$ cat src/rtl/phy_pkg.sv
// Shared definitions for the receive path: symbol width, FIFO entry layout
// and the byte-packing helper used by the symbol deframer.
package phy_pkg;

    localparam int SYM_W              = 2;
    localparam int DEF_SYMS_PER_FRAME = 63;

    typedef struct packed {
        logic       tuser;
        logic       tlast;
        logic [7:0] tdata;
    } fifo_entry_t;

    // Insert a dibit into its MSB-first lane; lane 0 starts a fresh byte so
    // stale bits from the previous byte never leak into the low positions.
    function automatic logic [7:0] place_sym(input logic [7:0]       cur,
                                             input logic [1:0]       lane,
                                             input logic [SYM_W-1:0] sym);
        logic [7:0] b;
        b = (lane == 2'd0) ? 8'h00 : cur;
        case (lane)
            2'd0:    b[7:6] = sym;
            2'd1:    b[5:4] = sym;
            2'd2:    b[3:2] = sym;
            default: b[1:0] = sym;
        endcase
        return b;
    endfunction

endpackage

$ cat src/rtl/sync_fifo.sv
// First-word-fall-through synchronous FIFO. Pointers carry one extra wrap
// bit so full and empty are distinguished without a separate counter.
module sync_fifo #(
    parameter int WIDTH = 10,
    parameter int DEPTH = 32
) (
    input  logic             clk,
    input  logic             aresetn,
    input  logic             wr_en,
    input  logic [WIDTH-1:0] wr_data,
    input  logic             rd_en,
    output logic [WIDTH-1:0] rd_data,
    output logic             full,
    output logic             empty
);

    localparam int AW = $clog2(DEPTH);

    logic [AW:0]      wr_ptr_q, rd_ptr_q;
    logic [WIDTH-1:0] mem_q [DEPTH];
    logic             do_wr, do_rd;

    assign empty   = (wr_ptr_q == rd_ptr_q);
    assign full    = (wr_ptr_q[AW] != rd_ptr_q[AW]) &&
                     (wr_ptr_q[AW-1:0] == rd_ptr_q[AW-1:0]);
    assign do_rd   = rd_en && !empty;
    // A write into a full FIFO is fine when the head leaves on the same edge.
    assign do_wr   = wr_en && (!full || do_rd);
    assign rd_data = mem_q[rd_ptr_q[AW-1:0]];

    // Pointer advance; only the control state is reset.
    always_ff @(posedge clk or negedge aresetn) begin
        if (!aresetn) begin
            wr_ptr_q <= '0;
            rd_ptr_q <= '0;
        end else begin
            if (do_wr) wr_ptr_q <= wr_ptr_q + 1'b1;
            if (do_rd) rd_ptr_q <= rd_ptr_q + 1'b1;
        end
    end

    // Storage array, written at the tail.
    always_ff @(posedge clk) begin
        if (do_wr) mem_q[wr_ptr_q[AW-1:0]] <= wr_data;
    end

endmodule

$ cat src/rtl/symbol_deframer.sv
// Packs QPSK dibits MSB-first into bytes, closes frames on symbol count or
// on an idle-gap timeout, and streams the bytes out through a FWFT FIFO as
// an AXI4-Stream master. The input cannot be stalled, so a full FIFO drops.
module symbol_deframer
    import phy_pkg::*;
#(
    parameter int SYMS_PER_FRAME = DEF_SYMS_PER_FRAME,
    parameter int GAP_TIMEOUT    = 64,
    parameter int FIFO_DEPTH     = 32,
    parameter int CNT_W          = 16
) (
    input  logic             clk,
    input  logic             aresetn,
    input  logic             in_valid,
    input  logic [SYM_W-1:0] in_data,
    output logic [7:0]       m_axis_tdata,
    output logic             m_axis_tvalid,
    input  logic             m_axis_tready,
    output logic             m_axis_tlast,
    output logic             m_axis_tuser,
    input  logic             clr_status,
    output logic             overflow,
    output logic [CNT_W-1:0] frames_done,
    output logic [CNT_W-1:0] bytes_dropped
);

    localparam int SCW = (SYMS_PER_FRAME > 1) ? $clog2(SYMS_PER_FRAME) : 1;
    localparam int GW  = $clog2(GAP_TIMEOUT + 1);
    localparam logic [SCW-1:0] LAST_SYM = SCW'(SYMS_PER_FRAME - 1);
    localparam logic [GW-1:0]  GAP_LAST = GW'(GAP_TIMEOUT - 1);

    // Packing state. sym_cnt_q == 0 is the idle condition; non-zero means a
    // frame is open. The timeout close is a single-edge action, not a state.
    logic [SCW-1:0]   sym_cnt_q, sym_cnt_d;
    logic [1:0]       lane_q, lane_d;
    logic [7:0]       shift_q, shift_d;
    logic [GW-1:0]    gap_cnt_q, gap_cnt_d;

    logic             overflow_q;
    logic [CNT_W-1:0] frames_done_q, bytes_dropped_q;

    logic             wr_req, frame_done, pop, drop;
    logic [7:0]       cur_byte;
    fifo_entry_t      wr_entry, rd_entry;
    logic             fifo_full, fifo_empty;

    // Next-state for packing, frame closing and the gap timeout.
    always_comb begin
        sym_cnt_d  = sym_cnt_q;
        lane_d     = lane_q;
        shift_d    = shift_q;
        gap_cnt_d  = gap_cnt_q;
        wr_req     = 1'b0;
        wr_entry   = '0;
        frame_done = 1'b0;
        cur_byte   = place_sym(shift_q, lane_q, in_data);

        if (in_valid) begin
            // A symbol always wins over a timeout landing on the same edge.
            gap_cnt_d = '0;
            shift_d   = cur_byte;
            if (lane_q == 2'd3 || sym_cnt_q == LAST_SYM) begin
                wr_req         = 1'b1;
                wr_entry.tdata = cur_byte;
                lane_d         = 2'd0;
                if (sym_cnt_q == LAST_SYM) begin
                    wr_entry.tlast = 1'b1;
                    sym_cnt_d      = '0;
                    frame_done     = 1'b1;
                end else begin
                    sym_cnt_d = sym_cnt_q + SCW'(1);
                end
            end else begin
                lane_d    = lane_q + 2'd1;
                sym_cnt_d = sym_cnt_q + SCW'(1);
            end
        end else if (sym_cnt_q != '0) begin
            if (gap_cnt_q == GAP_LAST) begin
                // Force-close the truncated frame with whatever is packed.
                wr_req         = 1'b1;
                wr_entry.tdata = (lane_q == 2'd0) ? 8'h00 : shift_q;
                wr_entry.tlast = 1'b1;
                wr_entry.tuser = 1'b1;
                sym_cnt_d      = '0;
                lane_d         = 2'd0;
                gap_cnt_d      = '0;
            end else begin
                gap_cnt_d = gap_cnt_q + GW'(1);
            end
        end else begin
            gap_cnt_d = '0;
        end
    end

    // Packing state registers.
    always_ff @(posedge clk or negedge aresetn) begin
        if (!aresetn) begin
            sym_cnt_q <= '0;
            lane_q    <= 2'd0;
            shift_q   <= 8'h00;
            gap_cnt_q <= '0;
        end else begin
            sym_cnt_q <= sym_cnt_d;
            lane_q    <= lane_d;
            shift_q   <= shift_d;
            gap_cnt_q <= gap_cnt_d;
        end
    end

    assign pop  = m_axis_tvalid && m_axis_tready;
    assign drop = wr_req && fifo_full && !pop;

    sync_fifo #(
        .WIDTH ($bits(fifo_entry_t)),
        .DEPTH (FIFO_DEPTH)
    ) u_fifo (
        .clk     (clk),
        .aresetn (aresetn),
        .wr_en   (wr_req),
        .wr_data (wr_entry),
        .rd_en   (pop),
        .rd_data (rd_entry),
        .full    (fifo_full),
        .empty   (fifo_empty)
    );

    // Status: sticky overflow, wrapping frame count, saturating drop count;
    // a clear takes priority over any event on the same edge.
    always_ff @(posedge clk or negedge aresetn) begin
        if (!aresetn) begin
            overflow_q      <= 1'b0;
            frames_done_q   <= '0;
            bytes_dropped_q <= '0;
        end else if (clr_status) begin
            overflow_q      <= 1'b0;
            frames_done_q   <= '0;
            bytes_dropped_q <= '0;
        end else begin
            if (drop) begin
                overflow_q <= 1'b1;
                if (bytes_dropped_q != '1) bytes_dropped_q <= bytes_dropped_q + CNT_W'(1);
            end
            if (frame_done) frames_done_q <= frames_done_q + CNT_W'(1);
        end
    end

    // Outputs read zero whenever nothing is presented.
    assign m_axis_tvalid = !fifo_empty;
    assign m_axis_tdata  = fifo_empty ? 8'h00 : rd_entry.tdata;
    assign m_axis_tlast  = fifo_empty ? 1'b0  : rd_entry.tlast;
    assign m_axis_tuser  = fifo_empty ? 1'b0  : rd_entry.tuser;
    assign overflow      = overflow_q;
    assign frames_done   = frames_done_q;
    assign bytes_dropped = bytes_dropped_q;

endmodule
$ cat config.mk
export PLATFORM = sky130hd
export DESIGN_NAME = symbol_deframer
export DESIGN_NICKNAME = d
export VERILOG_FILES = /design/src/rtl/phy_pkg.sv /design/src/rtl/sync_fifo.sv /design/src/rtl/symbol_deframer.sv
export SDC_FILE = /design/constraint.sdc
export NUM_CORES = 1
export LEC_CHECK = 0
export CAP_MARGIN = 5
export CELL_PAD_IN_SITES_DETAIL_PLACEMENT = 1
export CELL_PAD_IN_SITES_GLOBAL_PLACEMENT = 2
export CORE_ASPECT_RATIO = 0.6
export CORE_UTILIZATION = 31
export DETAILED_ROUTE_END_ITERATION = 8
export PLACE_DENSITY = 0.57
export SETUP_SLACK_MARGIN = 0.05
export SLEW_MARGIN = 20
export SYNTH_ARGS = -nofsm -noshare
export SYNTH_HDL_FRONTEND = slang
export SYNTH_SLANG_ARGS = --single-unit
$ cat constraint.sdc
create_clock -name clk -period 10.07 [get_ports clk]
set_input_delay 2.014 -clock clk [delete_from_list [all_inputs] [get_ports clk]]
set_output_delay 2.014 -clock clk [all_outputs]
set_load 0.005 [all_outputs]
**Run 1: clock nets**

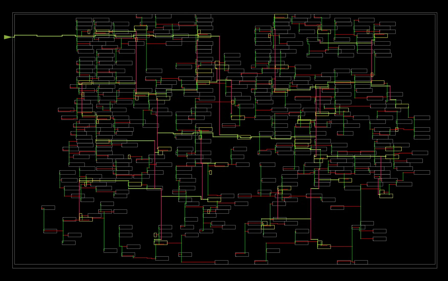
Clock Skews: 0.0215 ns
CTS sink cnt: 388
cts bufs inserted: 39
clk pwr: 1450 uW

**Run 1: gate-type map**

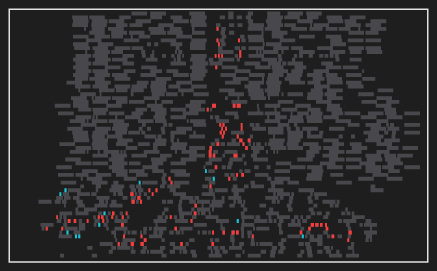
legend:
  cyan:
    family: inverters
    cells: 12
    most_used: inv_1
  red:
    family: NAND gates
    cells: 90
    most_used: nand2_1

**Run 1: floorplan with the power grid**

Pins as bars on the die edge.
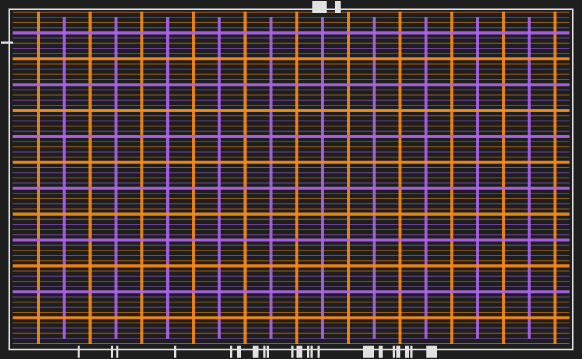
legend:
  purple:
    net: VDD
  orange:
    net: VSS
met4 straps: 21
signal pins: 51
rows: 64

==> run 1: stage by stage <==
| stage | instance area (um2) | std cells | utilization [%] | setup WS, ns |
|---|---|---|---|---|
| 6_report | 18500 | 1711 | 36.3 | 4.09 |
| 5_1_grt | 18500 | 1711 | 36.3 | 3.72 |
| 4_1_cts | 18500 | 1711 | 36.3 | 3.95 |
| 3_5_place_dp | 17300 | 1640 | 33.9 | 3.92 |
| 3_3_place_gp | 17300 | 1640 | 33.9 | 4.04 |
| 2_1_floorplan | 16000 | 935 | - | 5.37 |
==> run 1: synthesized netlist by cell type, types with 17 or more instances <==
master / number / area, um2
a21oi_1: 20 / 100
a22o_1: 17 / 149
a22oi_1: 40 / 300
clkbuf_1: 25 / 93.8
dfrtp_1: 68 / 1700
edfxtp_1: 320 / 9610
mux4_2: 80 / 1800
nand2_1: 49 / 184
nand3_1: 28 / 140
nor2_1: 61 / 229
o21ai_0: 20 / 100
xnor2_1: 20 / 175
==> run 1: final cells by class <==
| cell class | count | area, um2 |
|---|---|---|
| fill | 5156 | 32400 |
| sequential | 388 | 11300 |
| multi-input combinational | 487 | 4450 |
| clock buffer | 47 | 1030 |
| tap | 693 | 867 |
| timing repair buffer | 60 | 573 |
| clock inverter | 24 | 219 |
| inverter | 12 | 45.0 |
==> run 1: where the power goes <==
group | internal, uW | switching [uW] | total, uW
clock | 813 | 640 | 1450
sequential | 1810 | 130 | 1940
combinational | 565 | 660 | 1230
total | 3190 | 1430 | 4620
==> run 1: cell usage in the layout (no fill, tap or decap), drive strengths merged, types with 9 or more instances in the layout <==
cell,Yosys,layout
clkdlybuf4s50,0,49
nand2,49,49
nor2,61,61
mux2,9,9
or4,12,12
a22o,17,17
o31ai,15,15
a22oi,40,40
edfxtp,320,320
buf,23,11
xnor2,20,20
nand3,28,28
o21ai,21,21
inv,12,17
mux4,80,80
clkbuf,25,47
ha,16,16
nor2b,11,11
clkinv,0,15
dfrtp,68,68
a21oi,20,20
xor2,14,14
==> run 1: routing by layer <==
layer	vias to the layer above	track usage [%]	wire length (um)
li1	3847	-	-
met1	4638	29.5	23500
met2	250	21.2	16600
met3	62	2.49	2620
met4	0	4.34	917
met5	-	0	0
==> run 1: sequential cells by signal, indices dropped and copies added, names as in the netlist <==
signal           cells
overflow             1
u_fifo.mem_q       320
frames_done         16
lane_q               2
shift_q              8
bytes_dropped       16
gap_cnt_q            7
sym_cnt_q            6
u_fifo.rd_ptr_q      6
u_fifo.wr_ptr_q      6
==> run 1: cell families after synthesis <==
family / synth area share (%)
xor+xnor: 1.86
flops: 70.7
compound gates: 5.78
fa+ha+maj: 1.25
simple gates: 6.81
buf+inv: 1.62
mux: 12.0
==> run 1: path summary, 6_finish.rpt <==
path                                    startpoint             endpoint  slack [ns]
worst min-delay path                  gap_cnt_q[0]         gap_cnt_q[0]        0.47
min in group asynchronous                  aresetn         sym_cnt_q[1]        1.31
max in group asynchronous                  aresetn   u_fifo.rd_ptr_q[1]        7.64
worst min register to register        gap_cnt_q[0]         gap_cnt_q[0]        0.47
worst max register to register  u_fifo.rd_ptr_q[1]  u_fifo.mem_q[14][4]        5.83
worst max-delay path            u_fifo.rd_ptr_q[1]      m_axis_tdata[5]        4.09
==> flow_summary.yaml, run 1 <==
# yosys + openroad results
timing:
  setup_violations: 0
  hold_slack_ns: 0.474
  clock.fmax_mhz: 167
  slew_violations: 0
  max_slew_margin_pct: 30.3
  finalSetupTns_ns: 0
  fin_crit_ns: 5.98
  post-route-period-util_pct: 59.3
  grt_setup_unrepaired: "no"
  worst_pin_slew_ns: 1.04
  hold_viol: 0
power_and_ir_drop:
  finalPower_uw: 4620
  ir_worst_vdd_mv: 0.103
  powerDensity_nw_per_um2: 250
  p_leak_uw: 0.00600
grt:
  grt-ovfl-total: 0
  grt_pass1_wl_mm: 64.2
  grt_pass1_vias: 8784
  grt_max_degree: 56
  antenna_found_initial: 0
  gr-usage-all-layers_pct: 17.1
setup_path:
  ff2ff_path_depth: 6
  cp-end-kind: "output pin"
  crit_type: "flip-flop to output pin"
  startpoint_type: "flip-flop"
  arrival_ns: 3.96
  slowest_delay_ns: 0.87
  crit_slowest_cell: "dfrtp_4"
  cpLargestDelayFamily: "buffers and inverters"
  cp_cell_sequence: "buf_4 -> xnor2_1 -> nand3_1 -> or2_2 -> nor2b_1 -> a22o_1 -> clkdlybuf4s50_1"
  worstPathRequired_ns: 8.06
  path_buffers: 2
  cp.depth: 7
  critical_path.max_fanout: 46
detailed_routing:
  wl_per_cell_um: 25.5
  drc: 0
  ant_nets: 0
  vias: 8797
  viasPerCell: 5.14
  drtIter0Drc: 879
  drt_first_pass_iters: 5
  totalWireLength_mm: 43.7
clock_tree:
  cts_buffer_depth: 3
  clk_latency_ns: 0.55
  clkTransAtPathRegs_ns: 0.06
  post_cts_resized: 0
  htreeDepth: 2
  clk_root_buffer_cell: "clkbuf_16"
  tritoncts: "yes"
  cts_hold_buffers: 0
  cts_setup_buffers: 0
yosys:
  syn_nets: 958
  synth_seq_share_pct: 70.7
  yosys_warnings: 0
  netlist_area_um2: 16000
  synthCells: 935
  ys.flops: 388
  synth_stat.cells: 935
  synth-main-ff-cell: "edfxtp_1"
  post_synth.cell_area_avg_um2: 17.1
  synth-edff-count: 320
  synth_chip_area_um2: 16000
  asyncSetResetFlopFracSynth_pct: 17.5
  synth.distinct_cells: 46
finish:
  fin_nets: 1011
  syn_to_final_growth_pct: 15.7
  diodes: 0
  drive_gt1_share_pct: 17.2
status:
  status: "finished clean"
hold_path:
  hold-path-cell-count: 1
  hp-class: "flip-flop to flip-flop"
place:
  io_buffer_count: 50
  dp_hpwl_mm: 28.3
  place_congestion: 0.824
die:
  coreArea_um2: 50900
  die_w_um: 295
  die_area_um2: 52500
  io_pins: 51
  fp-utilization_pct: 31.4
  fp.dieH_um: 178
  rows: 64
run:
  warnings: 35
  max_cap_viol_count: 0
==> run 2, diff against run 1 <==
==> constraint.sdc (replaced) <==
create_clock -name clk -period 6 [get_ports clk]
set_input_delay 1.2 -clock clk [delete_from_list [all_inputs] [get_ports clk]]
set_output_delay 1.2 -clock clk [all_outputs]
set_load 0.005 [all_outputs]
**Run 2: register map, names as in the netlist**

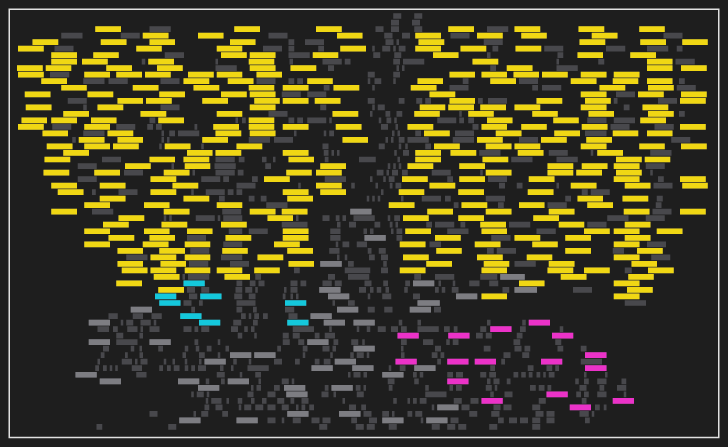
legend:
  magenta:
    name_in_the_netlist: bytes_dropped
    placed_flops: 16
    where: bottom right
  yellow:
    name_in_the_netlist: u_fifo.mem_q
    placed_flops: 320
  cyan:
    name_in_the_netlist: shift_q
    placed_flops: 8

**Run 2: metal 1**

Supply wires on this layer in grey.
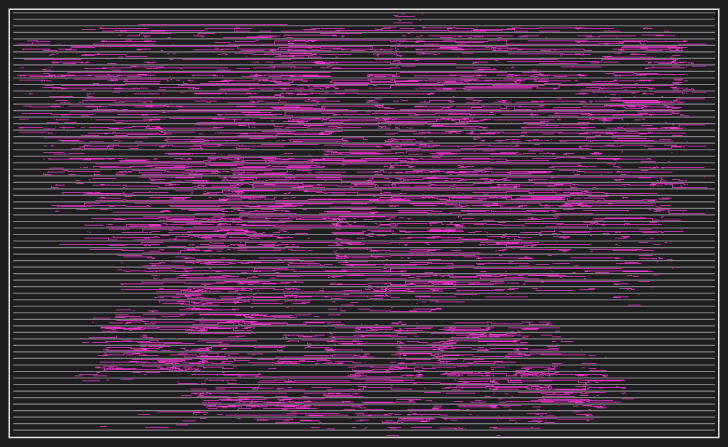
main direction: horizontal
longest straight run: 110 um
nets with wire on the layer: 994
share of all routed wire: 55%
wire length on this layer: 23.2 mm

==> flow_summary.yaml, run 2 <==
# yosys + openroad results
detailed_routing:
  vias: 8813
  viasPerCell: 5.06
  drtIter0Drc: 791
  drc: 0
  wl_per_cell_um: 24.4
  drt_first_pass_iters: 4
  ant_nets: 0
  totalWireLength_mm: 42.4
place:
  io_buffer_count: 50
  post_dp_cell_area_um2: 17500
  dp_hpwl_mm: 27.5
  place_congestion: 0.792
power_and_ir_drop:
  seq_power_share_pct: 42.7
  pwr-share-comb_pct: 26.4
  ir_worst_vdd_mv: 0.230
  power_switching_uw: 2420
  powerDensity_nw_per_um2: 415
  internal-power_uw: 5360
  p_leak_uw: 0.00616
  sw_frac_of_total_pct: 31.1
  clock_power_share_pct: 31.0
grt:
  grt_pass1_vias: 9072
  grt_max_degree: 54
  grt_pass1_wl_mm: 63.5
  gr-usage-all-layers_pct: 16.7
  antenna_found_initial: 1
  grt-ovfl-total: 0
yosys:
  synth_chip_area_um2: 16000
  synth-main-ff-cell: "edfxtp_1"
  synth_stat.cells: 935
  synth_top_cell_by_area: "edfxtp_1"
  yosysMostFrequentCell: "edfxtp_1"
  synth-edff-count: 320
  synthCells: 935
  asyncSetResetFlopFracSynth_pct: 17.5
  top_area_share_pct: 60.1
  syn_nets: 958
  yosys_warnings: 0
  netlist_area_um2: 16000
  ys.flops: 388
  netlist_top_cells_count: "320 x edfxtp_1, 80 x mux4_2, 68 x dfrtp_1"
  synth.distinct_cells: 46
  synth_seq_share_pct: 70.7
  synthTopCellsByArea: "edfxtp_1 60%, mux4_2 11%, dfrtp_1 11%"
  post_synth.cell_area_avg_um2: 17.1
clock_tree:
  numCtsBuffers: 40
  htreeDepth: 2
  clk_root_buffer_cell: "clkbuf_16"
  tritoncts: "yes"
  clk_latency_ns: 0.55
  cts_setup_buffers: 0
  cts_hold_buffers: 0
  cts_num_sinks: 388
  post_cts_resized: 0
  clkTransAtPathRegs_ns: 0.07
  cts_buffer_depth: 3
die:
  fp.dieH_um: 178
  die_w_um: 295
  die_area_um2: 52500
  fp-utilization_pct: 31.4
  coreArea_um2: 50900
  rows: 64
  io_pins: 51
timing:
  hold_viol: 0
  clock.fmax_mhz: 208
  grt_setup_unrepaired: "no"
  fin_skew_ns: 0.0251
  setup_violations: 0
  max_slew_margin_pct: 36.5
  worst_pin_slew_ns: 0.951
  slew_violations: 0
  finalSetupTns_ns: 0
  post-route-period-util_pct: 80.1
  fin_crit_ns: 4.81
hold_path:
  hp-class: "flip-flop to flip-flop"
finish:
  fill_cells: 5137
  layout.cells.most_common: "edfxtp_1"
  fin_nets: 1038
  largest_reg_flops: 320
  lay_top_cells: "320 x edfxtp_1, 80 x mux4_2, 65 x dfrtp_1"
  drive_gt1_share_pct: 19.2
  final_cell_area_um2: 18700
  syn_to_final_growth_pct: 17.1
setup_path:
  cp_cell_sequence: "buf_12 -> mux4_2 -> a22oi_1 -> nand2_1 -> a22o_1 -> clkdlybuf4s50_1"
  rrSetupSlack_ns: 2.44
  path_buffers: 2
  cp-end-kind: "output pin"
  arrival_ns: 3.61
  worstPathRequired_ns: 4.80
  cpLargestDelayFamily: "flip-flops"
  crit_type: "flip-flop to output pin"
  critical_path.max_fanout: 27
  slowest_delay_ns: 0.89
  startpoint_type: "flip-flop"
  crit_slowest_cell: "dfrtp_2"
run:
  warnings: 35
  max_cap_viol_count: 0
status:
  status: "finished clean"
[run 2: netlist changes by cell type in the layout (fill, tap and decap cells not counted), sizes merged]
cell,delta
inv,-3
diode,+2
clkinvlp,+1
buf,+26
bufinv,-1
clkinv,+5
[run 2: power groups by stage]
| stage | Clock, uW | Combinational [uW] | Sequential [uW] |
|---|---|---|---|
| global placement | 0 | 2060 | 3380 |
| finish | 2410 | 2050 | 3320 |
| floorplan | 0 | 1430 | 3160 |
| global route | 2580 | 2200 | 3350 |
| CTS | 2500 | 2070 | 3330 |
| detailed placement | 0 | 2060 | 3380 |
[run 2: path summary, 6_finish.rpt]
kind,startpoint,endpoint,cells after the start
hold / removal,gap_cnt_q[0],gap_cnt_q[0],1
hold reg to reg,gap_cnt_q[0],gap_cnt_q[0],1
setup reg to reg,sym_cnt_q[0],u_fifo.mem_q[3][8],6
setup / recovery,u_fifo.rd_ptr_q[0],m_axis_tdata[0],6
min in group asynchronous,aresetn,sym_cnt_q[1],1
max in group asynchronous,aresetn,u_fifo.rd_ptr_q[1],2
[run 2: worst reg2reg max path, stage by stage (launching register included)]
cell and delay [ns]:
dfrtp_1 0.44, inv_1 0.09, ha_1 0.24, a31oi_1 0.62, a21o_1 0.44, nand3_1 0.53
nor2_1 0.85
[run 2: final cells by class]
| cell class | count | area, um2 | area share (%) |
|---|---|---|---|
| Sequential cell | 388 | 11300 | 60.4 |
| Multi-Input combinational cell | 487 | 4450 | 23.7 |
| Clock buffer | 47 | 1050 | 5.59 |
| Tap cell | 693 | 867 | 4.63 |
| Timing Repair Buffer | 86 | 793 | 4.24 |
| Clock inverter | 26 | 204 | 1.09 |
| Inverter | 12 | 45.0 | 0.241 |
| Antenna cell | 2 | 5.00 | 0.0267 |
[run 2: cell families after synthesis]
kind of cell               count (synthesis)  share of synthesized area [%]
DFF                                      388                           70.7
and+or+nand+nor                          216                           6.81
AOI/OAI and AO/OA                        131                           5.78
muxes                                     90                           12.0
buffers and inverters                     60                           1.62
xor gates and xnor gates                  34                           1.86
adders and majority gates                 16                           1.25
[run 2: metal layers]
layer,vias to the layer above,wire [um],part of all wire (%),track usage [%]
met2,166,16600,39,21.7
met5,-,0,0,0
met3,43,2010,4.7,3.02
li1,3906,-,-,-
met1,4698,23200,55,28.0
met4,0,601,1.4,3.24
[run 2: through the flow]
stage | utilization [%] | setup slack [ns] | instances | hold WS, ns | power (uW)
6_report | 36.8 | 1.19 | 1741 | 0.460 | 7780
5_1_grt | 36.8 | 0.942 | 1739 | 0.477 | 8130
4_1_cts | 36.8 | 1.14 | 1739 | 0.462 | 7890
3_5_place_dp | 34.3 | 0.946 | 1666 | 0.452 | 5450
3_3_place_gp | 34.3 | 1.17 | 1666 | 0.455 | 5440
2_1_floorplan | - | 2.12 | 935 | 0.424 | 4580
==> run 3, diff against run 2 <==
==> constraint.sdc (replaced) <==
create_clock -name clk -period 5 [get_ports clk]
set_input_delay 1 -clock clk [delete_from_list [all_inputs] [get_ports clk]]
set_output_delay 1 -clock clk [all_outputs]
set_load 0.005 [all_outputs]
**Run 3: metal 1**

Supply wires on this layer in grey.
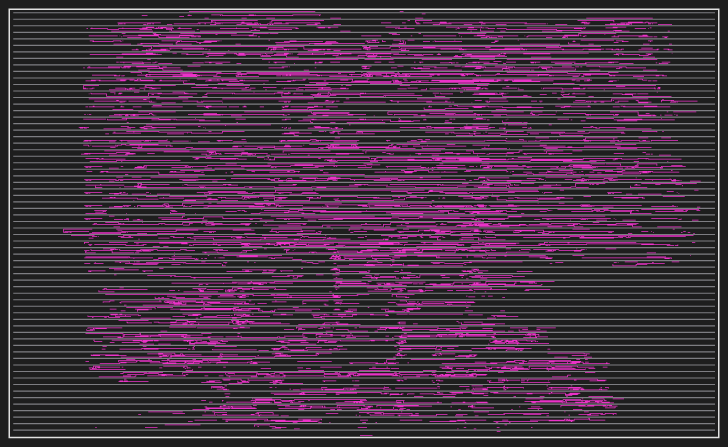
nets with wire on the layer: 1007
main direction: horizontal
share of all routed wire: 53%
longest straight run: 82.8 um

**Run 3: gate-type map**

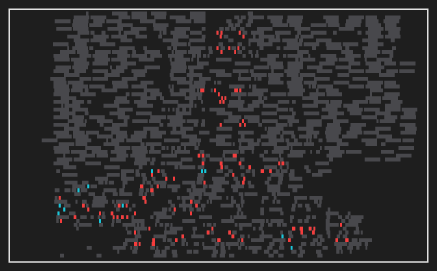
legend:
  red:
    family: NAND gates
    cells: 90
    most_used: nand2_1
  cyan:
    family: inverters
    cells: 12
    most_used: inv_1

==> flow_summary.yaml, run 3 <==
# yosys + openroad results
detailed_routing:
  drt_first_pass_iters: 4
  vias: 8763
  viasPerCell: 4.99
  wl_per_cell_um: 23.1
  ant_nets: 0
  drc: 0
  drtIter0Drc: 644
  totalWireLength_mm: 40.6
finish:
  ff_latch_area_um2: 11300
  layout.cells.most_common: "edfxtp_1"
  final_cell_area_um2: 18900
  logic_area_um2: 4440
  diodes: 0
  lay_top_cells: "320 x edfxtp_1, 80 x mux4_2, 65 x dfrtp_1"
  drive_gt1_share_pct: 20.3
  fin_nets: 1057
  largest_reg_flops: 320
  syn_to_final_growth_pct: 18.2
  fill_cells: 5104
yosys:
  synth.distinct_cells: 46
  yosysMostFrequentCell: "edfxtp_1"
  yosys_warnings: 0
  netlist_top_cells_count: "320 x edfxtp_1, 80 x mux4_2, 68 x dfrtp_1"
  synth_chip_area_um2: 16000
  synth-main-ff-cell: "edfxtp_1"
  post_synth.cell_area_avg_um2: 17.1
  syn_nets: 958
  synth-edff-count: 320
  synth_top_cell_by_area: "edfxtp_1"
  asyncSetResetFlopFracSynth_pct: 17.5
  synthCells: 935
  netlist_area_um2: 16000
  synthTopCellsByArea: "edfxtp_1 60%, mux4_2 11%, dfrtp_1 11%"
  synth_stat.cells: 935
  synth_seq_share_pct: 70.7
  ys.flops: 388
  top_area_share_pct: 60.1
clock_tree:
  clk_latency_ns: 0.54
  cts_buffer_depth: 3
  post_cts_resized: 0
  clk_root_buffer_cell: "clkbuf_16"
  clkTransAtPathRegs_ns: 0.06
  cts_num_sinks: 388
  tritoncts: "yes"
  cts_hold_buffers: 0
  cts_setup_buffers: 0
  htreeDepth: 2
  numCtsBuffers: 40
die:
  die_w_um: 295
  io_pins: 51
  coreArea_um2: 50900
  fp.dieH_um: 178
  fp-utilization_pct: 31.4
  rows: 64
  die_area_um2: 52500
timing:
  clock.fmax_mhz: 224
  slew_violations: 0
  setup_violations: 0
  post-route-period-util_pct: 89.2
  max_slew_margin_pct: 38.6
  worst_pin_slew_ns: 0.919
  fin_skew_ns: 0.0157
  hold_viol: 0
  fin_crit_ns: 4.46
  grt_setup_unrepaired: "no"
  hold_slack_ns: 0.462
  fin_ws_ns: 0.540
  finalSetupTns_ns: 0
hold_path:
  worstHoldEndpoint: "gap_cnt_q[0]"
  hold-path-cell-count: 1
  holdCritStartpoint: "gap_cnt_q[0]"
  hp-class: "flip-flop to flip-flop"
grt:
  grt_pass1_vias: 9136
  grt_pass1_wl_mm: 60.9
  gr-usage-all-layers_pct: 15.8
  antenna_found_initial: 1
  grt-ovfl-total: 0
  grt_max_degree: 53
setup_path:
  cp-end-kind: "output pin"
  worstPathRequired_ns: 4.00
  startpoint_type: "flip-flop"
  r2r_start: "sym_cnt_q[0]"
  crit_type: "flip-flop to output pin"
  ff2ff_path_depth: 7
  r2r_end: "u_fifo.mem_q[14][6]"
  critical_path.max_fanout: 28
  rrSetupSlack_ns: 1.53
  arrival_ns: 3.46
run:
  warnings: 35
  max_cap_viol_count: 0
place:
  place_congestion: 0.755
  post_dp_cell_area_um2: 17600
  dp_worst_setup_slack_ns: 0.552
  io_buffer_count: 50
  dp_hpwl_mm: 26.2
power_and_ir_drop:
  powerDensity_nw_per_um2: 497
  ir_worst_vdd_mv: 0.227
  p_leak_uw: 0.00627
status:
  status: "finished clean"
-- run 3: report_power, final --
part	switching, uW	total, uW	internal (uW)
clock network	1250	2970	1720
registers	239	3880	3640
logic	1360	2550	1190
total	2850	9400	6550
-- run 3: area by class of cell --
cell class | count | share of cell area (%)
clock buffers | 49 | 5.59
clock inverters | 23 | 1.22
inverters | 12 | 0.238
multi-input cells | 487 | 23.5
flip-flops and latches | 388 | 59.9
well taps | 693 | 4.59
repair buffers | 105 | 5.02
-- run 3: how the worst max path moves through the flow --
stage,start,end,depth (start not counted)
floorplan,in_valid,u_fifo.mem_q[0][6],7
global route,u_fifo.rd_ptr_q[2],m_axis_tlast,5
detailed placement,in_valid,u_fifo.mem_q[14][3],7
global placement,in_valid,u_fifo.mem_q[14][0],7
CTS,u_fifo.rd_ptr_q[2],m_axis_tuser,6
finish,u_fifo.rd_ptr_q[2],m_axis_tuser,6
-- run 3: kinds of logic after synthesis --
group	count (synthesis)	share of synthesized area (%)
DFF	388	70.7
muxes	90	12.0
AOI/OAI and AO/OA	131	5.78
buffers and inverters	60	1.62
adders and majority gates	16	1.25
xor gates and xnor gates	34	1.86
and+or+nand+nor	216	6.81
-- run 3: layer usage --
layer	track usage, %	part of all wire [%]	vias up
li1	-	-	3942
met4	3.39	1.7	0
met2	21.5	40	155
met5	0	0	-
met3	3.02	4.6	58
met1	25.4	53	4608
-- run 3: critical path, stage by stage, from the launching register on --
cell and delay, ns:
dfrtp_2 0.89, buf_4 0.43, mux4_2 0.35, a22oi_1 0.47, nand2_1 0.10, a22o_1 0.20, clkdlybuf4s50_1 0.44
-- run 3: metrics by stage --
step | util (%) | power [uW] | instances
3_3_place_gp | 34.6 | 6530 | 1685
6_report | 37.1 | 9400 | 1757
4_1_cts | 37.1 | 9530 | 1757
5_1_grt | 37.1 | 9830 | 1757
2_1_floorplan | - | 5500 | 935
3_5_place_dp | 34.6 | 6540 | 1685
Power figures rest on the tool's default switching activity, not on a simulated workload.
